`config.mk`:
```
export PLATFORM = sky130hd
export DESIGN_NAME = mem_access_unit
export DESIGN_NICKNAME = d
export VERILOG_FILES = /design/src/rtl/mem_access_unit_pkg.sv /design/src/rtl/mem_access_unit_align.sv /design/src/rtl/mem_access_unit.sv
export SDC_FILE = /design/constraint.sdc
export NUM_CORES = 1
export LEC_CHECK = 0
export CAP_MARGIN = 25
export CORE_MARGIN = 2
export CORE_UTILIZATION = 41
export DETAILED_ROUTE_END_ITERATION = 8
export PLACE_DENSITY = 0.77
export SLEW_MARGIN = 20
export SYNTH_ARGS = -nofsm -noshare
export SYNTH_HDL_FRONTEND = slang
export SYNTH_HIERARCHICAL = 1
export SYNTH_SLANG_ARGS = --single-unit
```
`constraint.sdc`:
```
create_clock -name clk -period 2.7 [get_ports clk]
set_input_delay 0.405 -clock clk [delete_from_list [all_inputs] [get_ports clk]]
set_output_delay 0.405 -clock clk [all_outputs]
set_load 0.005 [all_outputs]
```
`src/rtl/mem_access_unit_pkg.sv`:
```
// Shared types for the load/store unit: funct3 encodings, FSM states and error codes.
// The ld/sd/lwu constants are XLEN-independent; their legality depends on XLEN.
package mem_access_unit_pkg;

    typedef enum logic [2:0] {
        lb  = 3'b000,
        lh  = 3'b001,
        lw  = 3'b010,
        lbu = 3'b100,
        lhu = 3'b101
    } load_funct3_t;

    typedef enum logic [2:0] {
        sb = 3'b000,
        sh = 3'b001,
        sw = 3'b010
    } store_funct3_t;

    localparam logic [2:0] F3_LD  = 3'b011;
    localparam logic [2:0] F3_SD  = 3'b011;
    localparam logic [2:0] F3_LWU = 3'b110;

    typedef enum logic [1:0] {
        IDLE   = 2'b00,
        ACCESS = 2'b01,
        DONE   = 2'b10
    } lsu_state_t;

    typedef enum logic [1:0] {
        NONE       = 2'b00,
        MISALIGNED = 2'b01,
        TIMEOUT    = 2'b10
    } lsu_err_t;

endpackage

```
`src/rtl/mem_access_unit_align.sv`:
```
// Combinational lane logic: byte enables, store replication, load extraction/extension
// and the misalignment flag (illegal funct3 for this XLEN also raises it).
module lsu_align
    import mem_access_unit_pkg::*;
#(
    parameter int XLEN = 32,
    localparam int BW  = XLEN / 8,
    localparam int OW  = $clog2(BW)
) (
    input  logic            i_we,
    input  logic [2:0]      i_funct3,
    input  logic [OW-1:0]   i_offset,
    input  logic [XLEN-1:0] i_wdata,
    input  logic [XLEN-1:0] i_rdata,
    output logic [BW-1:0]   o_byte_enable,
    output logic [XLEN-1:0] o_wdata_rep,
    output logic [XLEN-1:0] o_load_data,
    output logic            o_misaligned
);
    logic [XLEN-1:0] w_lane;

    always_comb begin
        w_lane        = i_rdata >> {i_offset, 3'b000};
        o_byte_enable = '1;
        o_wdata_rep   = i_wdata;
        o_load_data   = '0;
        o_misaligned  = 1'b0;
        if (i_we) begin
            case (i_funct3)
                sb: begin
                    o_byte_enable = BW'(1) << i_offset;
                    o_wdata_rep   = {BW{i_wdata[7:0]}};
                end
                sh: begin
                    o_byte_enable = BW'(3) << i_offset;
                    o_wdata_rep   = {(XLEN/16){i_wdata[15:0]}};
                    o_misaligned  = i_offset[0];
                end
                sw: begin
                    o_byte_enable = BW'(15) << i_offset;
                    o_wdata_rep   = {(XLEN/32){i_wdata[31:0]}};
                    o_misaligned  = |i_offset[1:0];
                end
                F3_SD:   o_misaligned = (XLEN != 64) || (|i_offset);
                default: o_misaligned = 1'b1;
            endcase
        end else begin
            case (i_funct3)
                lb:  o_load_data = XLEN'($signed(w_lane[7:0]));
                lbu: o_load_data = XLEN'(w_lane[7:0]);
                lh: begin
                    o_load_data  = XLEN'($signed(w_lane[15:0]));
                    o_misaligned = i_offset[0];
                end
                lhu: begin
                    o_load_data  = XLEN'(w_lane[15:0]);
                    o_misaligned = i_offset[0];
                end
                lw: begin
                    o_load_data  = XLEN'($signed(w_lane[31:0]));
                    o_misaligned = |i_offset[1:0];
                end
                F3_LWU: begin
                    o_load_data  = XLEN'(w_lane[31:0]);
                    o_misaligned = (XLEN != 64) || (|i_offset[1:0]);
                end
                F3_LD: begin
                    o_load_data  = w_lane;
                    o_misaligned = (XLEN != 64) || (|i_offset);
                end
                default: o_misaligned = 1'b1;
            endcase
        end
    end

endmodule

```
`src/rtl/mem_access_unit.sv`:
```
// Multicycle load/store unit: one request in flight, word-aligned memory access with
// byte enables, extended load data, misalignment and timeout reporting.
module mem_access_unit
    import mem_access_unit_pkg::*;
#(
    parameter int XLEN           = 32,
    parameter int TIMEOUT_CYCLES = 255
) (
    input  logic              clk,
    input  logic              rst,
    input  logic              req_valid,
    output logic              req_ready,
    input  logic              req_we,
    input  logic [2:0]        req_funct3,
    input  logic [XLEN-1:0]   req_addr,
    input  logic [XLEN-1:0]   req_wdata,
    output logic              rsp_valid,
    output logic [XLEN-1:0]   rsp_rdata,
    output logic [1:0]        rsp_err,
    output logic [XLEN-1:0]   mem_address,
    output logic              mem_read,
    output logic              mem_write,
    output logic [XLEN/8-1:0] mem_byte_enable,
    output logic [XLEN-1:0]   mem_wdata,
    input  logic [XLEN-1:0]   mem_rdata,
    input  logic              mem_resp,
    output logic [1:0]        dbg_state
);
    localparam int BW = XLEN / 8;
    localparam int OW = $clog2(BW);
    localparam int CW = (TIMEOUT_CYCLES > 0) ? $clog2(TIMEOUT_CYCLES + 1) : 1;

    lsu_state_t      r_state, w_next;
    logic            r_we;
    logic [2:0]      r_funct3;
    logic [OW-1:0]   r_offset;
    logic [CW-1:0]   r_cnt;
    logic            r_rsp_valid;
    logic [XLEN-1:0] r_rsp_rdata;
    lsu_err_t        r_rsp_err;
    logic [XLEN-1:0] r_mem_address;
    logic            r_mem_read, r_mem_write;
    logic [BW-1:0]   r_mem_be;
    logic [XLEN-1:0] r_mem_wdata;

    logic            w_accept, w_timeout, w_sel_we, w_misaligned;
    logic [2:0]      w_sel_funct3;
    logic [OW-1:0]   w_sel_offset;
    logic [BW-1:0]   w_be;
    logic [XLEN-1:0] w_wdata_rep, w_load;

    // In IDLE the lane logic sees the incoming request; afterwards the latched one.
    assign w_sel_we     = (r_state == IDLE) ? req_we : r_we;
    assign w_sel_funct3 = (r_state == IDLE) ? req_funct3 : r_funct3;
    assign w_sel_offset = (r_state == IDLE) ? req_addr[OW-1:0] : r_offset;

    lsu_align #(.XLEN(XLEN)) u_align (
        .i_we          (w_sel_we),
        .i_funct3      (w_sel_funct3),
        .i_offset      (w_sel_offset),
        .i_wdata       (req_wdata),
        .i_rdata       (mem_rdata),
        .o_byte_enable (w_be),
        .o_wdata_rep   (w_wdata_rep),
        .o_load_data   (w_load),
        .o_misaligned  (w_misaligned)
    );

    always_ff @(posedge clk or negedge rst) begin
        if (!rst) r_state <= IDLE;
        else      r_state <= w_next;
    end

    always_comb begin
        w_accept  = req_valid && (r_state == IDLE);
        w_timeout = (TIMEOUT_CYCLES != 0) && (r_cnt == CW'(TIMEOUT_CYCLES));
        w_next    = r_state;
        case (r_state)
            IDLE:    if (w_accept) w_next = w_misaligned ? DONE : ACCESS;
            ACCESS:  if (mem_resp || w_timeout) w_next = DONE;
            DONE:    w_next = IDLE;
            default: w_next = IDLE;
        endcase
    end

    always_ff @(posedge clk or negedge rst) begin
        if (!rst) begin
            r_we          <= 1'b0;
            r_funct3      <= '0;
            r_offset      <= '0;
            r_cnt         <= '0;
            r_rsp_valid   <= 1'b0;
            r_rsp_rdata   <= '0;
            r_rsp_err     <= NONE;
            r_mem_address <= '0;
            r_mem_read    <= 1'b0;
            r_mem_write   <= 1'b0;
            r_mem_be      <= '0;
            r_mem_wdata   <= '0;
        end else begin
            case (r_state)
                IDLE: if (w_accept) begin
                    r_we          <= req_we;
                    r_funct3      <= req_funct3;
                    r_offset      <= req_addr[OW-1:0];
                    r_cnt         <= '0;
                    r_mem_address <= {req_addr[XLEN-1:OW], {OW{1'b0}}};
                    r_mem_be      <= w_be;
                    r_mem_wdata   <= w_wdata_rep;
                    if (w_misaligned) begin
                        r_rsp_valid <= 1'b1;
                        r_rsp_err   <= MISALIGNED;
                        r_rsp_rdata <= '0;
                    end else begin
                        r_mem_read  <= !req_we;
                        r_mem_write <= req_we;
                    end
                end
                ACCESS: begin
                    // A response in the final timeout cycle still completes normally.
                    if (mem_resp) begin
                        r_mem_read  <= 1'b0;
                        r_mem_write <= 1'b0;
                        r_rsp_valid <= 1'b1;
                        r_rsp_err   <= NONE;
                        r_rsp_rdata <= r_we ? '0 : w_load;
                    end else if (w_timeout) begin
                        r_mem_read  <= 1'b0;
                        r_mem_write <= 1'b0;
                        r_rsp_valid <= 1'b1;
                        r_rsp_err   <= TIMEOUT;
                        r_rsp_rdata <= '0;
                    end else begin
                        r_cnt <= r_cnt + CW'(1);
                    end
                end
                DONE:    r_rsp_valid <= 1'b0;
                default: r_rsp_valid <= 1'b0;
            endcase
        end
    end

    assign req_ready       = (r_state == IDLE);
    assign rsp_valid       = r_rsp_valid;
    assign rsp_rdata       = r_rsp_rdata;
    assign rsp_err         = r_rsp_err;
    assign mem_address     = r_mem_address;
    assign mem_read        = r_mem_read;
    assign mem_write       = r_mem_write;
    assign mem_byte_enable = r_mem_be;
    assign mem_wdata       = r_mem_wdata;
    assign dbg_state       = r_state;

endmodule

```
### Logic cells by family, run 1

Bar = 50 um.
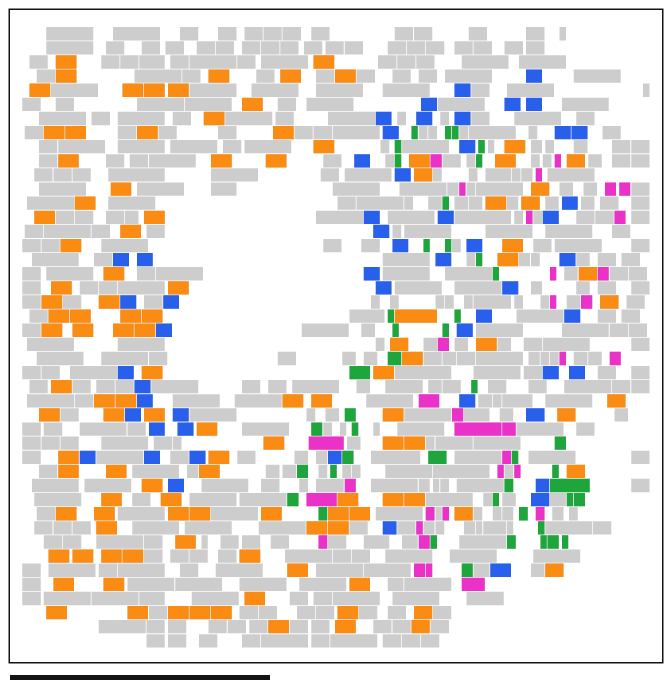
multiplexers -> orange  # cells 117, where all over the die
NOR gates -> magenta  # cells 34
AND-OR and OR-AND gates -> blue  # cells 54
NAND gates -> green  # cells 44

### Met3 routing, run 1

Bar = 50 um.
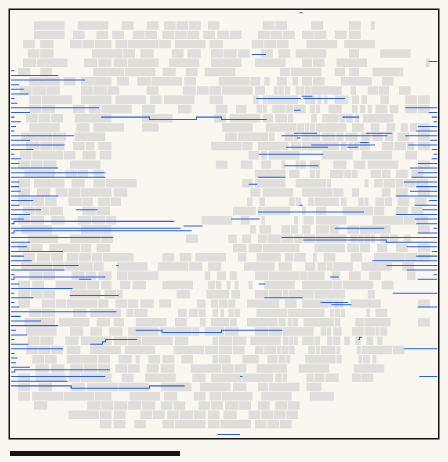
main direction = horizontal
nets with wire on the layer = 134
wire length on this layer = 1490 um
share of all routed wire = 8.7%
longest straight run = 52.0 um

### Metal 1, run 1

Bar = 50 um. Supply wires on this layer in gray.
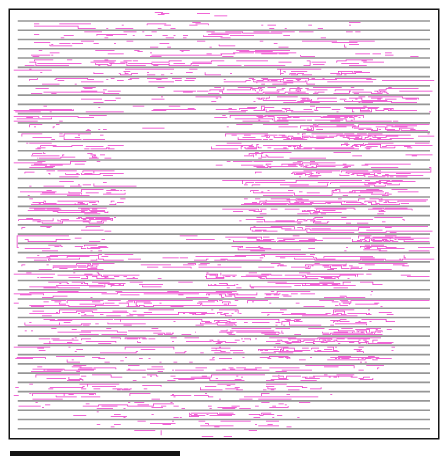
share of all routed wire = 41%
nets with wire on the layer = 715
wire length on this layer = 6970 um

==> results_dict.tcl, run 1 <==
# metrics dict for downstream scripts
set metrics [dict create \
    row_count 44 \
    worstSetupEndpoint "rsp_rdata[25]" \
    fp_util_pct 41.89 \
    clk_pin_slew_ns 0.05 \
    floorplan.die.width_um 125.6 \
    cts_buffers 17 \
    synth-edff-count 0 \
    yosys_warning_total 6 \
    top_layer_used_by_detailed_routing "met4" \
    final_layout_size_suffix_gt1_share_pct 22.65 \
    synth.most_common_cell "dfrtp_1" \
    h-tree-depth 4 \
    seq_area_frac_synth_pct 49.10 \
    critPathCaptureType "flop" \
    result_of_the_run "completed" \
    detail_route.drc_violations 0 \
    final-max-slew-violation-count 0 \
    worst_ep_required_time_ns 2.99 \
    hold_class "in2async" \
    met2_wirelength_um 8445 \
    grt_max_degree 75 \
    flop_cell "dfrtp_1" \
    num-fill-cells 1151 \
    drt-total-wl_um 17130 \
    grtUsageMet3_pct 8.454 \
    globalRoute.totalOverflow 0 \
    clock_skew_ns 0.005663 \
    busiest_layer "met2" \
    max_freq_mhz 392.2 \
    crit_path_max_fanout 16 \
    grt_first_pass_wirelength_um 27920 \
    power_density_nw_per_um2 1098 \
    ant_nets 0 \
    reg2reg_from "dbg_state[1]" \
    dpl-instance-area_um2 8315 \
    clkSinkCount 119 \
    via_count 4911 \
    path_delay_family "multiplexers" \
    yosys_register_bits 119 \
    report.final.hold_viol_count 0 \
    floorplan.die.height_um 125.6 \
    vias_per_cell 5.409 \
    max_slew_margin_pct 57.66 \
    number_of_port_buffers 209 \
]
==> run 1: what timing repair did <==
item / 4_1_cts / 5_1_grt
resized: 0 / 1
hold endpoints to repair: 22 / 0
hold buffers: 1 / 0
setup endpoints to repair: 0 / 13
==> run 1: kinds of logic (layout without fill, tap and decap cells) <==
| logic type | Yosys count | count (layout) | synth area share, % |
|---|---|---|---|
| mux | 117 | 117 | 21.62 |
| fa+ha+maj | 1 | 1 | 0.2063 |
| compound gates | 128 | 128 | 15.52 |
| other cells | 1 | 2 | 0.06183 |
| flops | 119 | 119 | 49.10 |
| buf+inv | 53 | 265 | 4.972 |
| simple gates | 92 | 92 | 8.521 |
==> run 1: power by group <==
group	internal (mW)	total, mW	switching, mW	leakage (nW)
Combinational	2.54	4.55	2.00	1.90
Clock	1.69	2.49	0.799	0.319
Sequential	2.45	2.83	0.383	1.48
==> run 1: layout make-up <==
type / count / area [um2] / share of cell area (%)
tap: 184 / 230.2 / 2.562
inverter: 6 / 22.52 / 0.2507
sequential: 119 / 2979 / 33.16
timing repair buffer: 227 / 2277 / 25.34
multi-input combinational: 340 / 2823 / 31.42
clock buffer: 25 / 515.5 / 5.737
clock inverter: 7 / 137.6 / 1.532
==> run 1: stage by stage <==
stage	std cells	TNS, ns	power [mW]	worst slack, ns	hold slack (ns)
finish	908	0	9.870	0.1504	0.4521
global route	908	0	10.44	0.02551	0.4962
CTS	908	0	9.924	0.1074	0.4581
detailed placement	875	-0.009508	7.391	-0.009508	0.3284
global placement	875	0	7.246	0.07514	0.3238
floorplan	512	0	5.319	0.01614	0.1094
==> run 1: worst register-to-register path, cell delays in order, from the launching register on <==
cell and delay [ns]:
dfrtp_2 0.42, nor2_4 0.22, mux2_2 0.41, mux4_2 0.49
nand2_4 0.10, a21boi_4 0.42, a21oi_1 0.14, a22o_1 0.23
==> inputs of run 2 (changes only) <==
--- a/config.mk
+++ b/config.mk
@@ -9,6 +9,7 @@
 export CORE_MARGIN = 2
 export CORE_UTILIZATION = 41
 export DETAILED_ROUTE_END_ITERATION = 8
+export GPL_ROUTABILITY_DRIVEN = 0
 export PLACE_DENSITY = 0.77
 export SLEW_MARGIN = 20
 export SYNTH_ARGS = -nofsm -noshare
### Logic cells by family, run 2

Bar = 50 um.
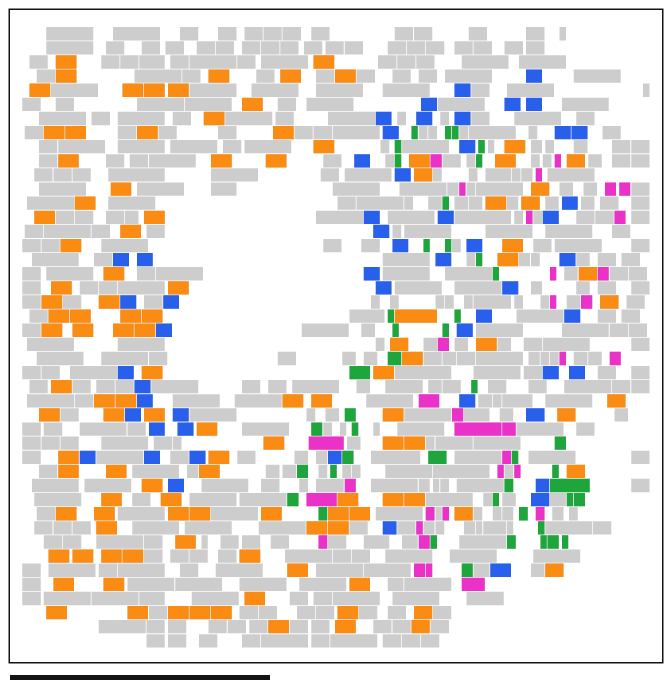
number of non-filler instances in the completed layout: 908
proportion of cell area occupied by multi-input gates: 31.42%
most frequently placed logic cell in the final layout: clkdlybuf4s50_1

==> run 2 against run 1 <==
- worst hold slack unchanged
- clock-buffer cell count unchanged
- register-to-register slack about the same
- setup slack unchanged
- final cell count unchanged
- critical path depth unchanged
- sequential share of layout area unchanged
- clock skew unchanged
- largest power group unchanged
==> results_dict.tcl, run 2 <==
# metrics dict for downstream scripts
set metrics [dict create \
    max_slew_margin_pct 57.66 \
    grt_first_pass_wirelength_um 27920 \
    seq_area_frac_synth_pct 49.10 \
    dpl-instance-area_um2 8315 \
    report.final.hold_viol_count 0 \
    worst_ep_required_time_ns 2.99 \
    flop_cell "dfrtp_1" \
    path_delay_family "multiplexers" \
    worstSetupEndpoint "rsp_rdata[25]" \
    p_switching_mw 3.184 \
    globalRoute.totalOverflow 0 \
    grt_max_degree 75 \
    comb_power_share_pct 46.1 \
    number_of_port_buffers 209 \
    result_of_the_run "completed" \
    logic_area_um2 2823 \
    fp_util_pct 41.89 \
    hold_class "in2async" \
    clk_pin_slew_ns 0.05 \
    ant_nets 0 \
    clock_network_power_mw 2.49 \
    switching_share_pct 32.26 \
    final_layout_size_suffix_gt1_share_pct 22.65 \
    regArea_um2 2979 \
    numPlacedInstances 875 \
    synth.most_common_cell "dfrtp_1" \
    cell_internal_pwr_mw 6.685 \
    power.sequential.fraction_pct 28.7 \
    h-tree-depth 4 \
    hold-worst-slack_ns 0.4521 \
]
### Met3 routing, run 2

Bar = 50 um.
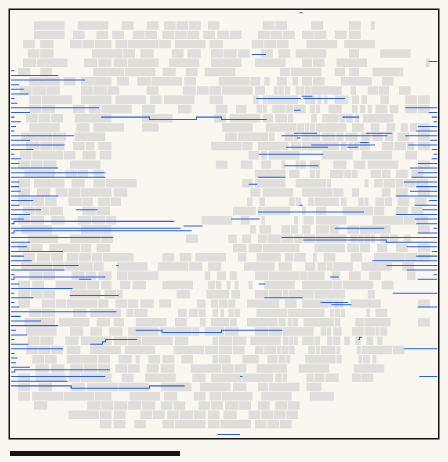
final routed wirelength across all metal layers: 17130 um
vias after detailed routing: 4911
M3 GR Usage: 8.454%

==> run 2: cell counts in the layout (fill, tap and decap cells not counted) <==
No cell type changed its count.
==> run 2: per-stage QoR <==
step | worst slack, ns | power, mW | setup TNS (ns)
finish | 0.1504 | 9.870 | 0
global route | 0.02551 | 10.44 | 0
CTS | 0.1074 | 9.924 | 0
detailed placement | -0.009508 | 7.391 | -0.009508
global placement | 0.07514 | 7.246 | 0
floorplan | 0.01614 | 5.319 | 0
==> run 2: what timing repair did <==
item / CTS / global route
hold endpoints to repair: 22 / 0
hold buffers: 1 / 0
setup endpoints to repair: 0 / 13
resized: 0 / 1
==> run 2: final cells by class <==
cell class	count	share of cell area [%]
Clock buffer	25	5.737
Clock inverter	7	1.532
Inverter	6	0.2507
Multi-Input combinational cell	340	31.42
Sequential cell	119	33.16
Tap cell	184	2.562
Timing Repair Buffer	227	25.34
==> run 2: layer usage <==
layer	GRT usage, %	routed length, um
met1	27.35	6973
met4	6.536	224
met3	8.454	1490
met5	0	0
met2	35.71	8445
==> run 2: cell families (layout without fill, tap and decap cells) <==
logic type | after synthesis | after routing | synth area share [%]
buf+inv | 53 | 265 | 4.972
mux | 117 | 117 | 21.62
simple gates | 92 | 92 | 8.521
fa+ha+maj | 1 | 1 | 0.2063
other cells | 1 | 2 | 0.06183
flops | 119 | 119 | 49.10
compound gates | 128 | 128 | 15.52
==> run 2: how the worst min path moves through the flow <==
stage	start	end	slack (ns)	depth (start not counted)
finish	rst	rsp_rdata[0]	0.45	2
global route	rst	rsp_rdata[0]	0.50	2
CTS	rst	rsp_rdata[1]	0.46	2
detailed placement	rst	rsp_rdata[0]	0.33	1
global placement	rst	rsp_rdata[0]	0.32	1
floorplan	rst	dbg_state[0]	0.11	0
Power and IR drop assume default switching activity.
